## src/rtl/sha256_w_window_feeder_if.sv

```systemverilog
// Handshake bundle between the SHA-256 schedule feeder and its neighbours:
// the message-word input channel and the W_t output channel.
// slave  = the feeder itself; master = the environment driving it.
interface sha256_w_window_feeder_if;
  logic        msg_valid;
  logic        msg_ready;
  logic [31:0] msg_word;
  logic        w_valid;
  logic        w_ready;
  logic [31:0] w_data;
  logic [5:0]  w_index;
  logic        w_last;

  modport master (
    output msg_valid, msg_word, w_ready,
    input  msg_ready, w_valid, w_data, w_index, w_last
  );

  modport slave (
    input  msg_valid, msg_word, w_ready,
    output msg_ready, w_valid, w_data, w_index, w_last
  );
endinterface

```

## src/rtl/sha256_w_window_feeder.sv

```systemverilog
// SHA-256 message-schedule source. Collects 16 message words into a 16-word
// sliding window, then streams W0..W63 one per accepted handshake, generating
// each new word from the window as the oldest word leaves.
// Optional feature macro: SHA256_W_PARALLEL_LOAD_EN adds block_load/block_in
// for a single-cycle 512-bit window load.
//
// state  | meaning
// S_LOAD | accepting message words, w_valid low
// S_EMIT | presenting window[w1] as W_t, msg_ready low
module sha256_w_window_feeder (
  input  logic                    CLK,
  input  logic                    RST,
`ifdef SHA256_W_PARALLEL_LOAD_EN
  input  logic                    block_load,
  input  logic [511:0]            block_in,
`endif
  sha256_w_window_feeder_if.slave bus
);

  typedef enum logic {S_LOAD, S_EMIT} state_t;

  state_t       state_q, state_d;
  logic [511:0] window_q, window_d;
  logic [3:0]   load_cnt_q, load_cnt_d;
  logic [5:0]   out_idx_q, out_idx_d;
  logic         msg_ready_c;
  logic         pl_take;
  logic [31:0]  w1, w2, w10, w15;
  logic [31:0]  next_word;

  function automatic logic [31:0] sig0(input logic [31:0] x);
    return {x[6:0], x[31:7]} ^ {x[17:0], x[31:18]} ^ (x >> 3);
  endfunction

  function automatic logic [31:0] sig1(input logic [31:0] x);
    return {x[16:0], x[31:17]} ^ {x[18:0], x[31:19]} ^ (x >> 10);
  endfunction

  // w1 is the oldest window word (W_t), w16 the newest
  assign w1  = window_q[511:480];
  assign w2  = window_q[479:448];
  assign w10 = window_q[223:192];
  assign w15 = window_q[63:32];

  // W_{t+16}; still computed past t=48 even though those words are never shown
  assign next_word = sig0(w2) + w10 + sig1(w15) + w1;

`ifdef SHA256_W_PARALLEL_LOAD_EN
  assign pl_take = (state_q == S_LOAD) && (load_cnt_q == 4'd0) && block_load;
`else
  assign pl_take = 1'b0;
`endif

  // State and datapath registers; reset discards any partial block
  always_ff @(posedge CLK) begin
    if (RST) begin
      state_q    <= S_LOAD;
      window_q   <= '0;
      load_cnt_q <= '0;
      out_idx_q  <= '0;
    end else begin
      state_q    <= state_d;
      window_q   <= window_d;
      load_cnt_q <= load_cnt_d;
      out_idx_q  <= out_idx_d;
    end
  end

  // Next-state, window update and input-side ready decode
  always_comb begin
    state_d     = state_q;
    window_d    = window_q;
    load_cnt_d  = load_cnt_q;
    out_idx_d   = out_idx_q;
    msg_ready_c = 1'b0;
    unique case (state_q)
      S_LOAD: begin
        msg_ready_c = !pl_take;
        if (pl_take) begin
`ifdef SHA256_W_PARALLEL_LOAD_EN
          window_d = block_in;
`endif
          out_idx_d = 6'd0;
          state_d   = S_EMIT;
        end else if (bus.msg_valid) begin
          window_d   = {window_q[479:0], bus.msg_word};
          load_cnt_d = load_cnt_q + 4'd1;
          if (load_cnt_q == 4'd15) begin
            load_cnt_d = 4'd0;
            out_idx_d  = 6'd0;
            state_d    = S_EMIT;
          end
        end
      end
      S_EMIT: begin
        if (bus.w_ready) begin
          window_d  = {window_q[479:0], next_word};
          out_idx_d = out_idx_q + 6'd1;
          if (out_idx_q == 6'd63) state_d = S_LOAD;
        end
      end
      default: state_d = S_LOAD;
    endcase
  end

  assign bus.msg_ready = msg_ready_c;
  assign bus.w_valid   = (state_q == S_EMIT);
  assign bus.w_data    = w1;
  assign bus.w_index   = out_idx_q;
  assign bus.w_last    = (state_q == S_EMIT) && (out_idx_q == 6'd63);

endmodule

```

## src/flat_wrapper.sv

```systemverilog
// flat-port wrapper written by rule: the top's interface ports become plain ports
module sha256_w_window_feeder_flat 
  (CLK, RST, bus_msg_valid, bus_msg_word, bus_w_ready, bus_msg_ready, bus_w_valid, bus_w_data, bus_w_index, bus_w_last);
  sha256_w_window_feeder_if bus_i ();
  input  logic CLK;
  input  logic RST;
  input wire logic [$bits(bus_i.msg_valid)-1:0] bus_msg_valid;
  input wire logic [$bits(bus_i.msg_word)-1:0] bus_msg_word;
  input wire logic [$bits(bus_i.w_ready)-1:0] bus_w_ready;
  output wire logic [$bits(bus_i.msg_ready)-1:0] bus_msg_ready;
  output wire logic [$bits(bus_i.w_valid)-1:0] bus_w_valid;
  output wire logic [$bits(bus_i.w_data)-1:0] bus_w_data;
  output wire logic [$bits(bus_i.w_index)-1:0] bus_w_index;
  output wire logic [$bits(bus_i.w_last)-1:0] bus_w_last;
  assign bus_i.msg_valid = bus_msg_valid;
  assign bus_i.msg_word = bus_msg_word;
  assign bus_i.w_ready = bus_w_ready;
  assign bus_msg_ready = bus_i.msg_ready;
  assign bus_w_valid = bus_i.w_valid;
  assign bus_w_data = bus_i.w_data;
  assign bus_w_index = bus_i.w_index;
  assign bus_w_last = bus_i.w_last;
  sha256_w_window_feeder u_core (.CLK(CLK), .RST(RST), .bus(bus_i));
endmodule
```

## config.mk

```make
export PLATFORM = sky130hd
export DESIGN_NAME = sha256_w_window_feeder_flat
export DESIGN_NICKNAME = d
export VERILOG_FILES = /design/src/rtl/sha256_w_window_feeder_if.sv /design/src/rtl/sha256_w_window_feeder.sv /design/src/flat_wrapper.sv
export SDC_FILE = /design/constraint.sdc
export NUM_CORES = 1
export LEC_CHECK = 0
export CELL_PAD_IN_SITES_DETAIL_PLACEMENT = 1
export CELL_PAD_IN_SITES_GLOBAL_PLACEMENT = 2
export CORE_ASPECT_RATIO = 0.6
export CORE_MARGIN = 2
export CORE_UTILIZATION = 40
export DETAILED_ROUTE_END_ITERATION = 8
export GPL_ROUTABILITY_DRIVEN = 1
export PLACE_DENSITY_LB_ADDON = 0.1
export RECOVER_POWER = 100
export SLEW_MARGIN = 40
export SYNTH_ARGS = -nofsm -noshare
export SYNTH_HDL_FRONTEND = slang
export SYNTH_SLANG_ARGS = --single-unit
```

## constraint.sdc

```tcl
create_clock -name CLK -period 9.9 [get_ports CLK]
set_input_delay 1.98 -clock CLK [delete_from_list [all_inputs] [get_ports CLK]]
set_output_delay 1.98 -clock CLK [all_outputs]
set_load 0.1 [all_outputs]
```

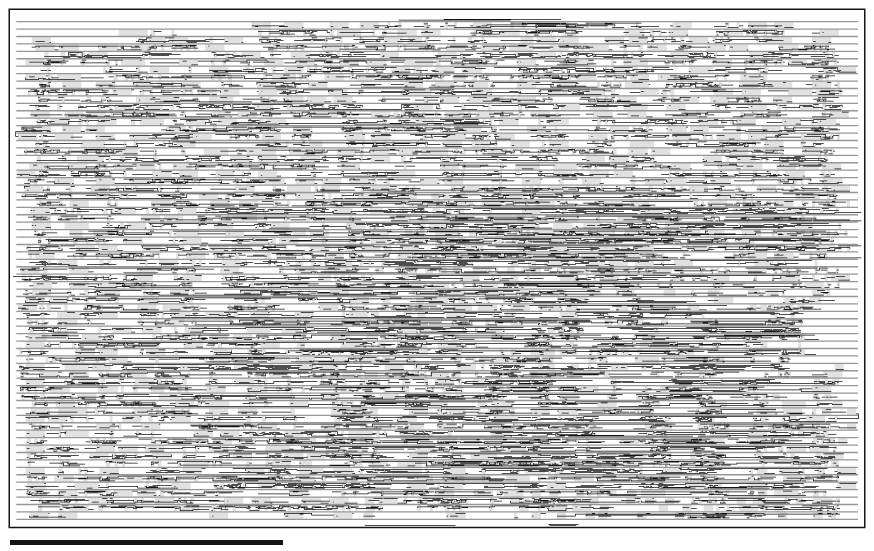
(signal wires on met1)
The bar under the picture is 100 um long. Supply wires on this layer in grey.
main direction = horizontal
share of all routed wire = 51%
nets with wire on the layer = 2,794
wire length on this layer = 36.1 mm
total vias in the final route: 18.8k
drt total wl: 70,800 um
M1 GR Usage: 35.2%

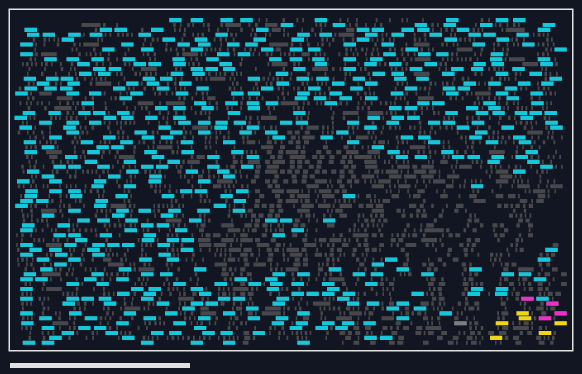
(register map, names as in the netlist)
The bar under the picture is 100 um long. Other sequential cells in the stronger grey, the rest of the logic in the fainter grey.
yellow -> `u_core.bus.w_index`  # flops 6, where lower right
magenta -> `u_core.load_cnt_q`  # flops 4, where lower right
cyan -> `u_core.window_q`  # flops 512, where all over the die
not coloured = 1
seq pwr: 2.15 mW
Flop area: 0.0105 mm2
final core area utilization: 45.2%
Seq/total area: 41.2%

==> results_dict.tcl <==
# yosys + openroad results
set metrics [dict create \
    top_cell "nand2_1" \
    wl_met3_um 4330 \
    drv_cap 1 \
    worstPathMaxFanout 174 \
    violations "capacitance limit, slew limit" \
    die_w_um 313 \
    p_leak_nw 8.78 \
    yosysChipArea_mm2 0.0229 \
    design_area_mm2 0.0254 \
    bufAreaShareNonClock_pct 3.03 \
    clockNetworkAreaShare_pct 6.92 \
    largestClassByArea "combinational gates" \
    path_depth 6 \
    coreArea_mm2 0.0562 \
    comb_share_pct 42.8 \
    dpl.hpwl_um 49200 \
    period_minus_slack_ps 6930 \
    worst-endpoint-arrival_ps 7410 \
    power_frac_seq_pct 48.1 \
    power_frac_comb_pct 5.6 \
    setup_viol 0 \
    routed.top_layer "met4" \
    cts_buffer_depth 3 \
    flop_cell "dfxtp_1" \
    gp_congestion 0.885 \
    dr.first_iter.drc_count 1530 \
    post_cts_resized 0 \
    clockPowerShare_pct 46.3 \
    final_layout_size_suffix_gt1_share_pct 3.79 \
    r2r_slack_ps 3630 \
    period_used_pct 70.0 \
    syn_avg_cell_area_um2 7.82 \
    power-top-group "sequential cells" \
    ff_count 523 \
    drv_slew 175 \
    drc 0 \
    cts-hold-fix-buffers 0 \
    grt_max_degree 206 \
    ys_cells 2926 \
    inv_count 151 \
    fin_cells 3633 \
    fillers 6787 \
    die_area_mm2 0.0592 \
    async_flop_share_pct 0 \
    dr.pass1.iters 5 \
    synth-seq-area-share_pct 45.8 \
    max-slew-margin-rel_pct -131 \
    wl_met2_um 29000 \
    reg2reg_from "u_core.bus.w_valid" \
    topCombFamilyByArea "simple AND/OR/NAND/NOR gates" \
    min_to "u_core.window_q[32]" \
    worst_pin_slew_ps 3460 \
    n_all_buffers 92 \
    start_kind "input pin" \
    simple_gate_share_pct 19.1 \
    largest_reg_flops 512 \
    critPathRequiredTime_ps 10380 \
    area_delta_synth_final_pct 11.0 \
    logic_area_mm2 0.0109 \
    synth-seq-cells 523 \
    synth_cell_types 62 \
    comb-power_mw 0.248 \
    ys_warn_count 0 \
    synth.top_cells.by_count "nand2_1 (1,027), a21oi_1 (523), dfxtp_1 (523), clkbuf_1 (180), inv_1 (150)" \
    final.setup.worst_slack_ps 2970 \
    ff2ff_path_depth 7 \
    netSwitchingFraction_pct 23.8 \
    fp_nets 3057 \
    cts_tree "built" \
    grt_pass1_vias 18700 \
    synthAoiAreaFrac_pct 15.5 \
    clock_buffers 73 \
    ant_nets 0 \
    power.density_mw_per_mm2 176 \
    nets 2967 \
    tool_warnings 47 \
    clk-insertion-delay-late_ps 610 \
    syn_inst 2926 \
    crit_buf_inv 2 \
    finalHoldViolCount 0 \
    timing.fmax_mhz 144 \
    critPathKind "in -> reg" \
    grt_overflow 0 \
    crit_start "bus_msg_valid" \
    logic_gate_count 2017 \
    cts.sinks 523 \
    critPathCapture "u_core.window_q[4]" \
    synth.largest_area_cell "dfxtp_1" \
    tns_ps 0 \
    r2r_end "u_core.window_q[4]" \
    syn_area_mm2 0.0229 \
    cts_root_buf "clkbuf_16" \
    place_ws_ps 4460 \
    outcome "complete, but fails checks" \
    ys_sh_adder_pct 7.23 \
    cts_setup_buffers 0 \
]
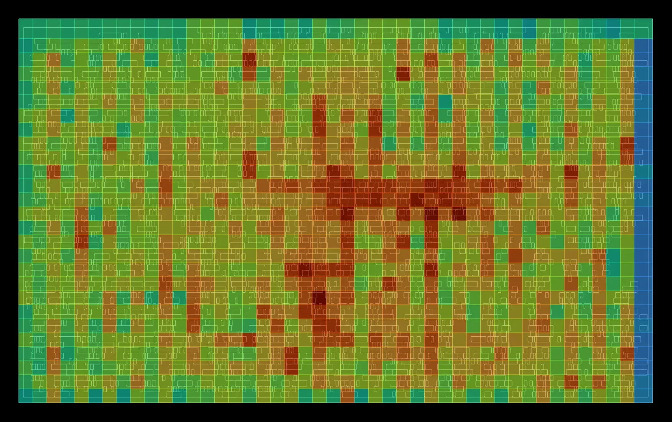
(routing congestion map)
met2 Track Usage GR: 34.2%
met3 usage: 5.62%
most used routing layer: met1
Tot GR Track Use: 23.7%
drt wl/cell: 19.5 um

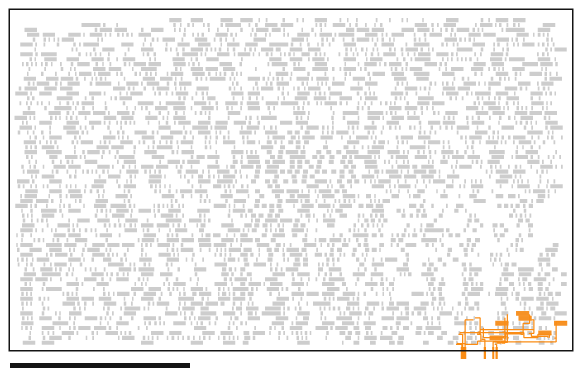
(I/O nets highlighted)
The bar under the picture is 100 um long.
orange -> `bus_w_index`  # bits 6, direction output, edge bottom, end cells 6, buffers 6, wire 352 um
num ports: 77
IO Port Bufs: 76

No activity file was given, so power comes from the tool's default toggle rates.
